**Run 1: metal 1**

Supply wires on this layer in grey.
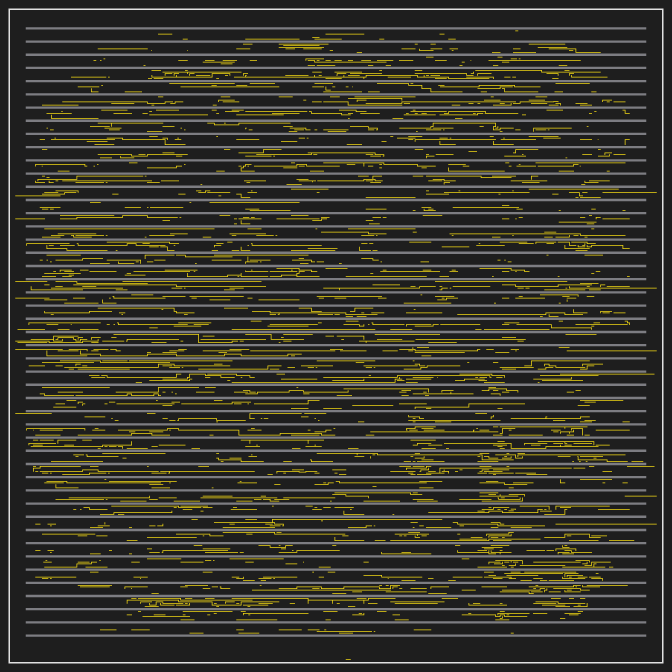
**Run 1: routed metal, one colour a layer**

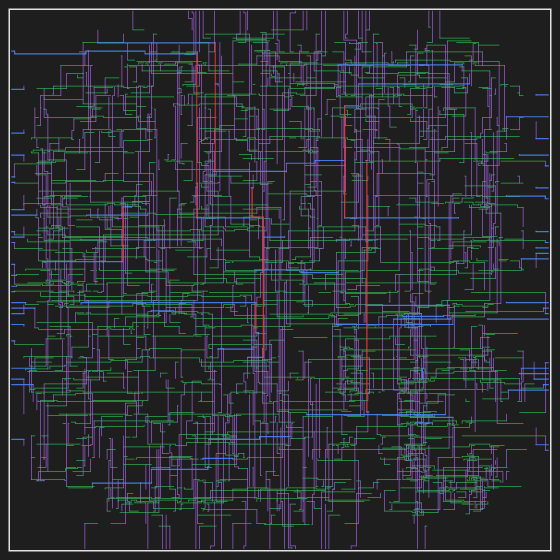
**Run 1: placed cells, one colour a class**

Scale bar: 50 um. Fill, decap, tap and diode cells in grey.
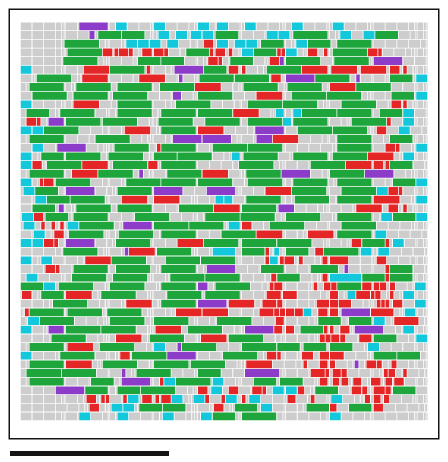
==> src/rtl/sdram_write_sched_pkg.sv <==
// rtl/sdram_write_sched_pkg.sv - shared types and field widths for the SDRAM write scheduler
package sdram_pkg;

  localparam int ROW_W  = 13;
  localparam int COL_W  = 10;
  localparam int BANK_W = 2;
  localparam int DATA_W = 16;

  typedef struct packed {
    logic [ROW_W-1:0]  row;
    logic [COL_W-1:0]  col;
    logic [BANK_W-1:0] bank;
    logic [DATA_W-1:0] data;
  } wr_req_t;

  typedef enum logic [2:0] {
    S_IDLE,
    S_LOAD,
    S_REQ,
    S_WAIT,
    S_DONE
  } sched_state_t;

endpackage

==> src/rtl/sdram_write_sched_if.sv <==
// rtl/sdram_write_sched_if.sv - host request and write-stage handshake bundle
interface sdram_write_sched_if;
  import sdram_pkg::*;

  logic              ivalid;
  logic              oready;
  logic [ROW_W-1:0]  irow;
  logic [COL_W-1:0]  icolumn;
  logic [BANK_W-1:0] ibank;
  logic [DATA_W-1:0] idata;

  logic              oreq;
  logic              oenb;
  logic [ROW_W-1:0]  orow;
  logic [COL_W-1:0]  ocolumn;
  logic [BANK_W-1:0] obank;
  logic [DATA_W-1:0] odata;
  logic              ifin;

  modport master (
    output ivalid, irow, icolumn, ibank, idata, ifin,
    input  oready, oreq, oenb, orow, ocolumn, obank, odata
  );

  modport slave (
    input  ivalid, irow, icolumn, ibank, idata, ifin,
    output oready, oreq, oenb, orow, ocolumn, obank, odata
  );

endinterface

==> src/rtl/sdram_wr_fifo.sv <==
// rtl/sdram_wr_fifo.sv - power-of-two request FIFO with occupancy count
module sdram_wr_fifo
  import sdram_pkg::*;
#(
  parameter int DEPTH = 4
) (
  input  logic                         iclk,
  input  logic                         ireset_n,
  input  logic                         push,
  input  logic                         pop,
  input  wr_req_t                      wdata,
  output wr_req_t                      rdata,
  output logic                         full,
  output logic                         empty,
  output logic [$clog2(DEPTH+1)-1:0]   count
);

  localparam int AW = $clog2(DEPTH);
  localparam int CW = $clog2(DEPTH+1);

  wr_req_t         mem [DEPTH];
  logic [AW-1:0]   wptr;
  logic [AW-1:0]   rptr;
  logic            do_push;
  logic            do_pop;

  assign full    = (count == CW'(DEPTH));
  assign empty   = (count == '0);
  assign do_push = push && !full;
  assign do_pop  = pop && !empty;
  assign rdata   = mem[rptr];

  always_ff @(posedge iclk) begin
    if (do_push) begin
      mem[wptr] <= wdata;
    end
  end

  // Pointers wrap naturally because DEPTH is a power of two.
  always_ff @(posedge iclk) begin
    if (!ireset_n) begin
      wptr  <= '0;
      rptr  <= '0;
      count <= '0;
    end else begin
      if (do_push) wptr <= wptr + AW'(1);
      if (do_pop)  rptr <= rptr + AW'(1);
      case ({do_push, do_pop})
        2'b10:   count <= count + CW'(1);
        2'b01:   count <= count - CW'(1);
        default: count <= count;
      endcase
    end
  end

endmodule

==> src/rtl/sdram_write_sched.sv <==
// rtl/sdram_write_sched.sv - buffers host writes and issues them one burst at a time to sdram_write
module sdram_write_sched
  import sdram_pkg::*;
#(
  parameter int DEPTH   = 4,
  parameter int TIMEOUT = 32
) (
  input  logic                         iclk,
  input  logic                         ireset_n,
  input  logic                         iinit_done,
  sdram_write_sched_if.slave           bus,
  output logic                         obusy,
  output logic [$clog2(DEPTH+1)-1:0]   ocount,
  output logic                         oerr
);

  localparam int TW = $clog2(TIMEOUT+1);

  sched_state_t    state;
  logic [TW-1:0]   timer;
  wr_req_t         in_req;
  wr_req_t         head;
  wr_req_t         cur;
  logic            full;
  logic            empty;
  logic            push;
  logic            pop;
  logic            req_q;
  logic            enb_q;

  assign in_req     = '{row: bus.irow, col: bus.icolumn, bank: bus.ibank, data: bus.idata};
  assign push       = bus.ivalid && !full;
  assign pop        = (state == S_IDLE) && iinit_done && !empty;
  assign bus.oready = !full;

  assign bus.oreq    = req_q;
  assign bus.oenb    = enb_q;
  assign bus.orow    = cur.row;
  assign bus.ocolumn = cur.col;
  assign bus.obank   = cur.bank;
  assign bus.odata   = cur.data;

  sdram_wr_fifo #(.DEPTH(DEPTH)) u_fifo (
    .iclk     (iclk),
    .ireset_n (ireset_n),
    .push     (push),
    .pop      (pop),
    .wdata    (in_req),
    .rdata    (head),
    .full     (full),
    .empty    (empty),
    .count    (ocount)
  );

  // The head is captured on the same edge it is popped, so fields are valid from S_LOAD on.
  always_ff @(posedge iclk) begin
    if (!ireset_n) begin
      state <= S_IDLE;
      timer <= '0;
      cur   <= '0;
      req_q <= 1'b0;
      enb_q <= 1'b0;
      obusy <= 1'b0;
      oerr  <= 1'b0;
    end else begin
      req_q <= 1'b0;
      case (state)
        S_IDLE: begin
          if (pop) begin
            cur   <= head;
            enb_q <= 1'b1;
            obusy <= 1'b1;
            state <= S_LOAD;
          end
        end
        S_LOAD: begin
          req_q <= 1'b1;
          timer <= '0;
          state <= S_REQ;
        end
        S_REQ: begin
          timer <= '0;
          state <= S_WAIT;
        end
        S_WAIT: begin
          if (bus.ifin) begin
            enb_q <= 1'b0;
            state <= S_DONE;
          end else if (timer == TW'(TIMEOUT-1)) begin
            oerr  <= 1'b1;
            enb_q <= 1'b0;
            state <= S_DONE;
          end else begin
            timer <= timer + TW'(1);
          end
        end
        S_DONE: begin
          obusy <= 1'b0;
          state <= S_IDLE;
        end
        default: begin
          enb_q <= 1'b0;
          obusy <= 1'b0;
          state <= S_IDLE;
        end
      endcase
    end
  end

endmodule
==> src/flat_wrapper.sv <==
// flat-port wrapper written by rule: the top's interface ports become plain ports
module sdram_write_sched_flat import sdram_pkg::*;
#(
  parameter int DEPTH   = 4,
  parameter int TIMEOUT = 32
)
  (iclk, ireset_n, iinit_done, obusy, ocount, oerr, bus_ivalid, bus_irow, bus_icolumn, bus_ibank, bus_idata, bus_ifin, bus_oready, bus_oreq, bus_oenb, bus_orow, bus_ocolumn, bus_obank, bus_odata);
  sdram_write_sched_if bus_i ();
  input  logic iclk;
  input  logic ireset_n;
  input  logic iinit_done;
  output logic obusy;
  output logic [$clog2(DEPTH+1)-1:0] ocount;
  output logic oerr;
  input wire logic [$bits(bus_i.ivalid)-1:0] bus_ivalid;
  input wire logic [$bits(bus_i.irow)-1:0] bus_irow;
  input wire logic [$bits(bus_i.icolumn)-1:0] bus_icolumn;
  input wire logic [$bits(bus_i.ibank)-1:0] bus_ibank;
  input wire logic [$bits(bus_i.idata)-1:0] bus_idata;
  input wire logic [$bits(bus_i.ifin)-1:0] bus_ifin;
  output wire logic [$bits(bus_i.oready)-1:0] bus_oready;
  output wire logic [$bits(bus_i.oreq)-1:0] bus_oreq;
  output wire logic [$bits(bus_i.oenb)-1:0] bus_oenb;
  output wire logic [$bits(bus_i.orow)-1:0] bus_orow;
  output wire logic [$bits(bus_i.ocolumn)-1:0] bus_ocolumn;
  output wire logic [$bits(bus_i.obank)-1:0] bus_obank;
  output wire logic [$bits(bus_i.odata)-1:0] bus_odata;
  assign bus_i.ivalid = bus_ivalid;
  assign bus_i.irow = bus_irow;
  assign bus_i.icolumn = bus_icolumn;
  assign bus_i.ibank = bus_ibank;
  assign bus_i.idata = bus_idata;
  assign bus_i.ifin = bus_ifin;
  assign bus_oready = bus_i.oready;
  assign bus_oreq = bus_i.oreq;
  assign bus_oenb = bus_i.oenb;
  assign bus_orow = bus_i.orow;
  assign bus_ocolumn = bus_i.ocolumn;
  assign bus_obank = bus_i.obank;
  assign bus_odata = bus_i.odata;
  sdram_write_sched #(.DEPTH(DEPTH), .TIMEOUT(TIMEOUT)) u_core (.iclk(iclk), .ireset_n(ireset_n), .iinit_done(iinit_done), .bus(bus_i), .obusy(obusy), .ocount(ocount), .oerr(oerr));
endmodule
==> config.mk <==
export PLATFORM = sky130hd
export DESIGN_NAME = sdram_write_sched_flat
export DESIGN_NICKNAME = d
export VERILOG_FILES = /design/src/rtl/sdram_write_sched_pkg.sv /design/src/rtl/sdram_write_sched_if.sv /design/src/rtl/sdram_wr_fifo.sv /design/src/rtl/sdram_write_sched.sv /design/src/flat_wrapper.sv
export SDC_FILE = /design/constraint.sdc
export NUM_CORES = 1
export LEC_CHECK = 0
export CAP_MARGIN = 20
export CELL_PAD_IN_SITES_DETAIL_PLACEMENT = 0
export CELL_PAD_IN_SITES_GLOBAL_PLACEMENT = 1
export CORE_MARGIN = 3
export CORE_UTILIZATION = 51
export DETAILED_ROUTE_END_ITERATION = 16
export PLACE_DENSITY_LB_ADDON = 0.1
export SLEW_MARGIN = 0
export SYNTH_ARGS = -nofsm -noshare
export SYNTH_HDL_FRONTEND = slang
export SYNTH_SLANG_ARGS = --single-unit
==> constraint.sdc <==
create_clock -name iclk -period 4.07 [get_ports iclk]
set_input_delay 1.0175 -clock iclk [delete_from_list [all_inputs] [get_ports iclk]]
set_output_delay 1.0175 -clock iclk [all_outputs]
set_load 0.05 [all_outputs]
==> metrics.cfg, run 1 <==
[sta]
setup_tns_ns = 0
post-route-min-period_ns = 3.26
slew_violations = 0
worst_slack_ns = 0.807

[worst_setup_path]
crit_family = buffers and inverters
rrSetupSlack_ns = 1.64

[job]
tool_warnings = 29

[cells_and_area]
drive_above_1_share_pct = 17.0
finalNetCount = 621
fin_cells = 800
clk_share_pct = 7.01
final_cell_area_sq_mm = 0.0103

[detailed_routing]
routedWlPerCell_um = 19.5
dr_wl_met2_um = 7880
dr_wl_met3_um = 753

[cts]
root_buffer = clkbuf_16
clock_path_buffers = 3
clock_sinks = 225

[power_and_ir_drop]
p_per_area_mw_per_mm2 = 638
total_power_mw = 6.56

[status]
status = finished clean

[placement]
place_area_sq_mm = 0.00953
globalplace.congestion = 0.741

[synthesis]
synthTopCellsByCount = 164 x edfxtp_1, 61 x dfxtp_1, 43 x nand2_1
top_logic_kind = multiplexers

[hold_path]
holdCritPathClass = register to register

[floorplan]
ios = 95

Back to the opening pictures, 'metal 1':
main direction: horizontal
share of all routed wire: 43%

Back to the opening pictures, 'routed metal, one colour a layer':
legend:
  met3:
    colour: blue
    wire_length: 753 um
  met4:
    colour: red
    wire_length: 229 um
  met2:
    colour: purple
    wire_length: 7,880 um
  met1:
    colour: green
    wire_length: 6,770 um

Back to the opening pictures, 'placed cells, one colour a class':
legend:
  other buffers and delay cells:
    colour: cyan
    cells: 105
  flip-flops:
    colour: green
    cells: 225
  all other logic:
    colour: red
    cells: 213
  clock drivers and dummy loads:
    colour: purple
    cells: 41

-- run 1: worst max path at each step --
stage,startpoint,end,slack (ns),cells past startpoint
after global routing,u_core.u_fifo.count[2]$_SDFFE_PN0P_,bus_oready,0.74,2
after global placement,iinit_done,u_core.u_fifo.count[2]$_SDFFE_PN0P_,1.01,9
after detailed placement,iinit_done,u_core.u_fifo.count[2]$_SDFFE_PN0P_,0.96,9
final,u_core.u_fifo.count[2]$_SDFFE_PN0P_,bus_oready,0.81,2
after floorplan,u_core.u_fifo.count[0]$_SDFFE_PN0P_,u_core.u_fifo.mem[1][0]$_DFFE_PP_,0.97,3
after CTS,u_core.u_fifo.count[2]$_SDFFE_PN0P_,bus_oready,0.79,2
==> run 2, diff against run 1 <==
CORE_UTILIZATION = 43   (was 51)
clock period = 2.82 ns   (was 4.07 ns; I/O delays follow)
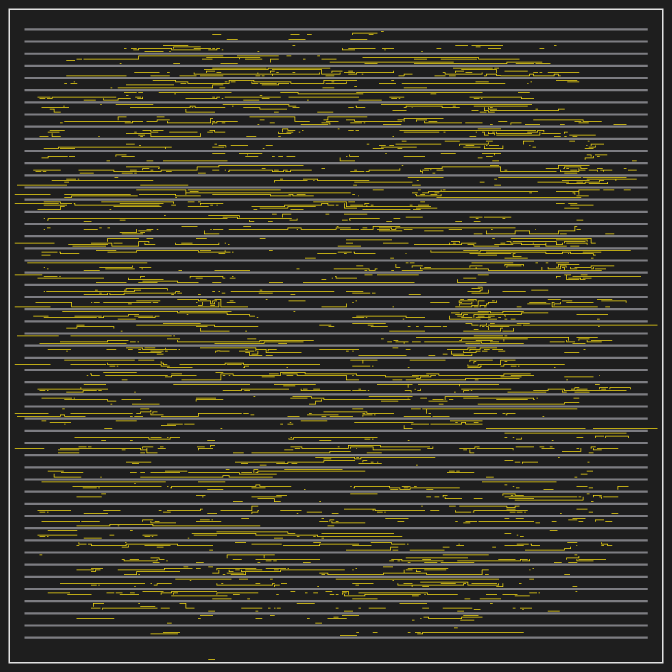
**Above:** run 2 (metal 1).
Supply wires on this layer in grey.
main direction: horizontal
nets with wire on the layer: 569

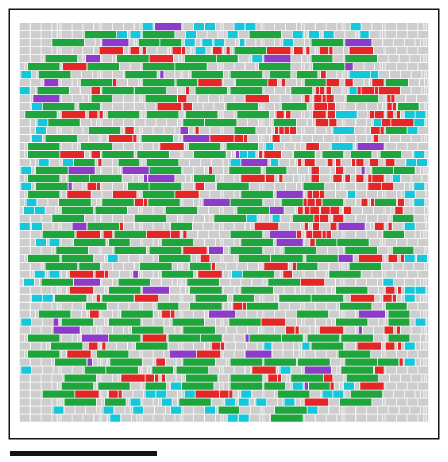
**Above:** run 2 (placed cells, one colour a class).
Scale bar: 50 um. Fill, decap, tap and diode cells in grey.
legend:
  all other logic:
    colour: red
    cells: 213
  flip-flops:
    colour: green
    cells: 225
  clock drivers and dummy loads:
    colour: purple
    cells: 44
  other buffers and delay cells:
    colour: cyan
    cells: 110

==> metrics.cfg, run 2 <==
[status]
status = finished clean

[cts]
root_buffer = clkbuf_16
clock_sinks = 225  ; unchanged
clock_path_buffers = 3  ; unchanged

[power_and_ir_drop]
p_per_area_mw_per_mm2 = 922  ; +45%
total_power_mw = 9.62  ; +47%

[detailed_routing]
dr_wl_met3_um = 843  ; +12%
routedWlPerCell_um = 19.5  ; -0.14%
dr_wl_met2_um = 8310  ; +5.4%

[placement]
globalplace.congestion = 0.718  ; -3.1%
place_area_sq_mm = 0.00966  ; +1.5%

[synthesis]
top_logic_kind = multiplexers
synthTopCellsByCount = 164 x edfxtp_1, 61 x dfxtp_1, 43 x nand2_1
yosysWarnings = 0

[worst_setup_path]
path_depth = 2  ; unchanged
crit_family = simple AND/OR/NAND/NOR gates
rrSetupSlack_ns = 0.36  ; -1.28 ns
crit_path_end = bus_oready
startpoint = u_core.u_fifo.count[0]$_SDFFE_PN0P_

[sta]
slew_violations = 0  ; unchanged
worst_slack_ns = 0.176  ; -0.631 ns
post-route-min-period_ns = 2.64
setup_tns_ns = 0  ; unchanged

[cells_and_area]
final_cell_area_sq_mm = 0.0104  ; +1.6%
drive_above_1_share_pct = 18.4  ; +1.5 points
fin_cells = 853  ; +6.6%

[floorplan]
ios = 95  ; unchanged

[job]
tool_warnings = 29  ; unchanged

run 2: cell count changes in the layout (fill, tap and decap cells not counted), sizes merged:
cell | previous run | this run
clkinvlp | 1 | 2
diode | 0 | 1
inv | 10 | 9
buf | 12 | 17
dlygate4sd2 | 0 | 1
bufinv | 1 | 0
clkdlybuf4s50 | 93 | 92
clkbuf | 31 | 37
clkinv | 8 | 6
run 2: power groups by stage:
| stage | sequential (mW) | clock [mW] | combinational, mW |
|---|---|---|---|
| 3_3_place_gp | 4.38 | 0 | 2.36 |
| 6_report | 4.31 | 2.98 | 2.34 |
| 3_5_place_dp | 4.40 | 0 | 2.38 |
| 5_1_grt | 4.38 | 3.19 | 2.50 |
| 4_1_cts | 4.33 | 3.07 | 2.38 |
| 2_1_floorplan | 4.82 | 0 | 1.17 |
==> run 3, diff against run 2 <==
SETUP_SLACK_MARGIN = 0.15   (was not set)
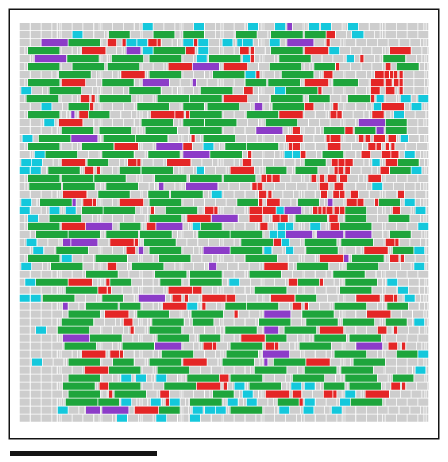
**Above:** run 3 (placed cells, one colour a class).
Scale bar: 50 um. Fill, decap, tap and diode cells in grey.
legend:
  other buffers and delay cells:
    colour: cyan
    cells: 112
  flip-flops:
    colour: green
    cells: 225
  all other logic:
    colour: red
    cells: 213
  clock drivers and dummy loads:
    colour: purple
    cells: 44

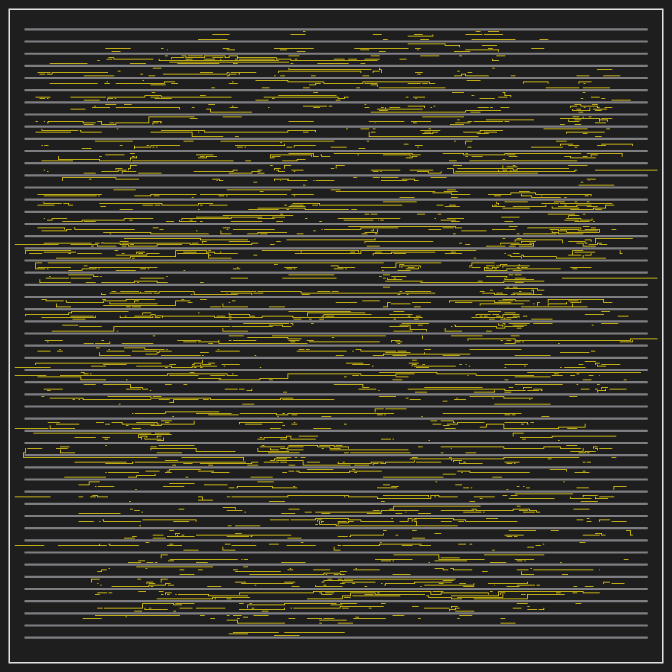
**Above:** run 3 (metal 1).
Supply wires on this layer in grey.
nets with wire on the layer: 576
wire length on this layer: 7,100 um

==> metrics.cfg, run 3 <==
[detailed_routing]
routedWlPerCell_um = 19.4  ; -0.87%
dr_wl_met2_um = 8370  ; +0.72%

[synthesis]
top_logic_kind = multiplexers
yosysWarnings = 0  ; unchanged

[cells_and_area]
final_cell_area_sq_mm = 0.0104  ; about the same
drive_above_1_share_pct = 19.9  ; +1.5 points
fin_cells = 854  ; +0.12%

[worst_setup_path]
path_depth = 2  ; unchanged
crit_family = simple AND/OR/NAND/NOR gates

[cts]
clock_sinks = 225  ; unchanged
clock_path_buffers = 3  ; unchanged

[floorplan]
ios = 95  ; unchanged

[sta]
slew_violations = 0  ; unchanged
setup_tns_ns = 0  ; unchanged
post-route-min-period_ns = 2.56  ; -0.0865 ns

[placement]
globalplace.congestion = 0.710  ; -1.2%

[power_and_ir_drop]
p_per_area_mw_per_mm2 = 930  ; +0.84%
power_leader = sequential cells
total_power_mw = 9.70  ; +0.77%

[status]
status = finished clean

-- run 3: cell types whose count changed in the layout (fill, tap and decap cells not counted), sizes merged, moves of 2 or more --
cell	previous run	this run
clkbuf	37	29
bufinv	0	2
buf	17	19
clkinv	6	10
clkinvlp	2	4
-- run 3: metrics by stage --
step	util [%]	hold slack (ns)	setup slack, ns
floorplan	-	0.474	0.163
global placement	50.8	0.447	0.117
detailed placement	50.8	0.454	0.0650
CTS	55.0	0.461	0.233
global route	55.0	0.476	0.216
finish	55.0	0.459	0.263
-- run 3: logic make-up (layout without fill, tap and decap cells) --
family | count (synthesis) | after routing
DFF | 225 | 225
xor gates and xnor gates | 3 | 3
AOI/OAI and AO/OA | 75 | 75
muxes | 42 | 42
adders and majority gates | 7 | 7
and+or+nand+nor | 76 | 76
buffers and inverters | 41 | 166
Power and IR drop assume default switching activity.
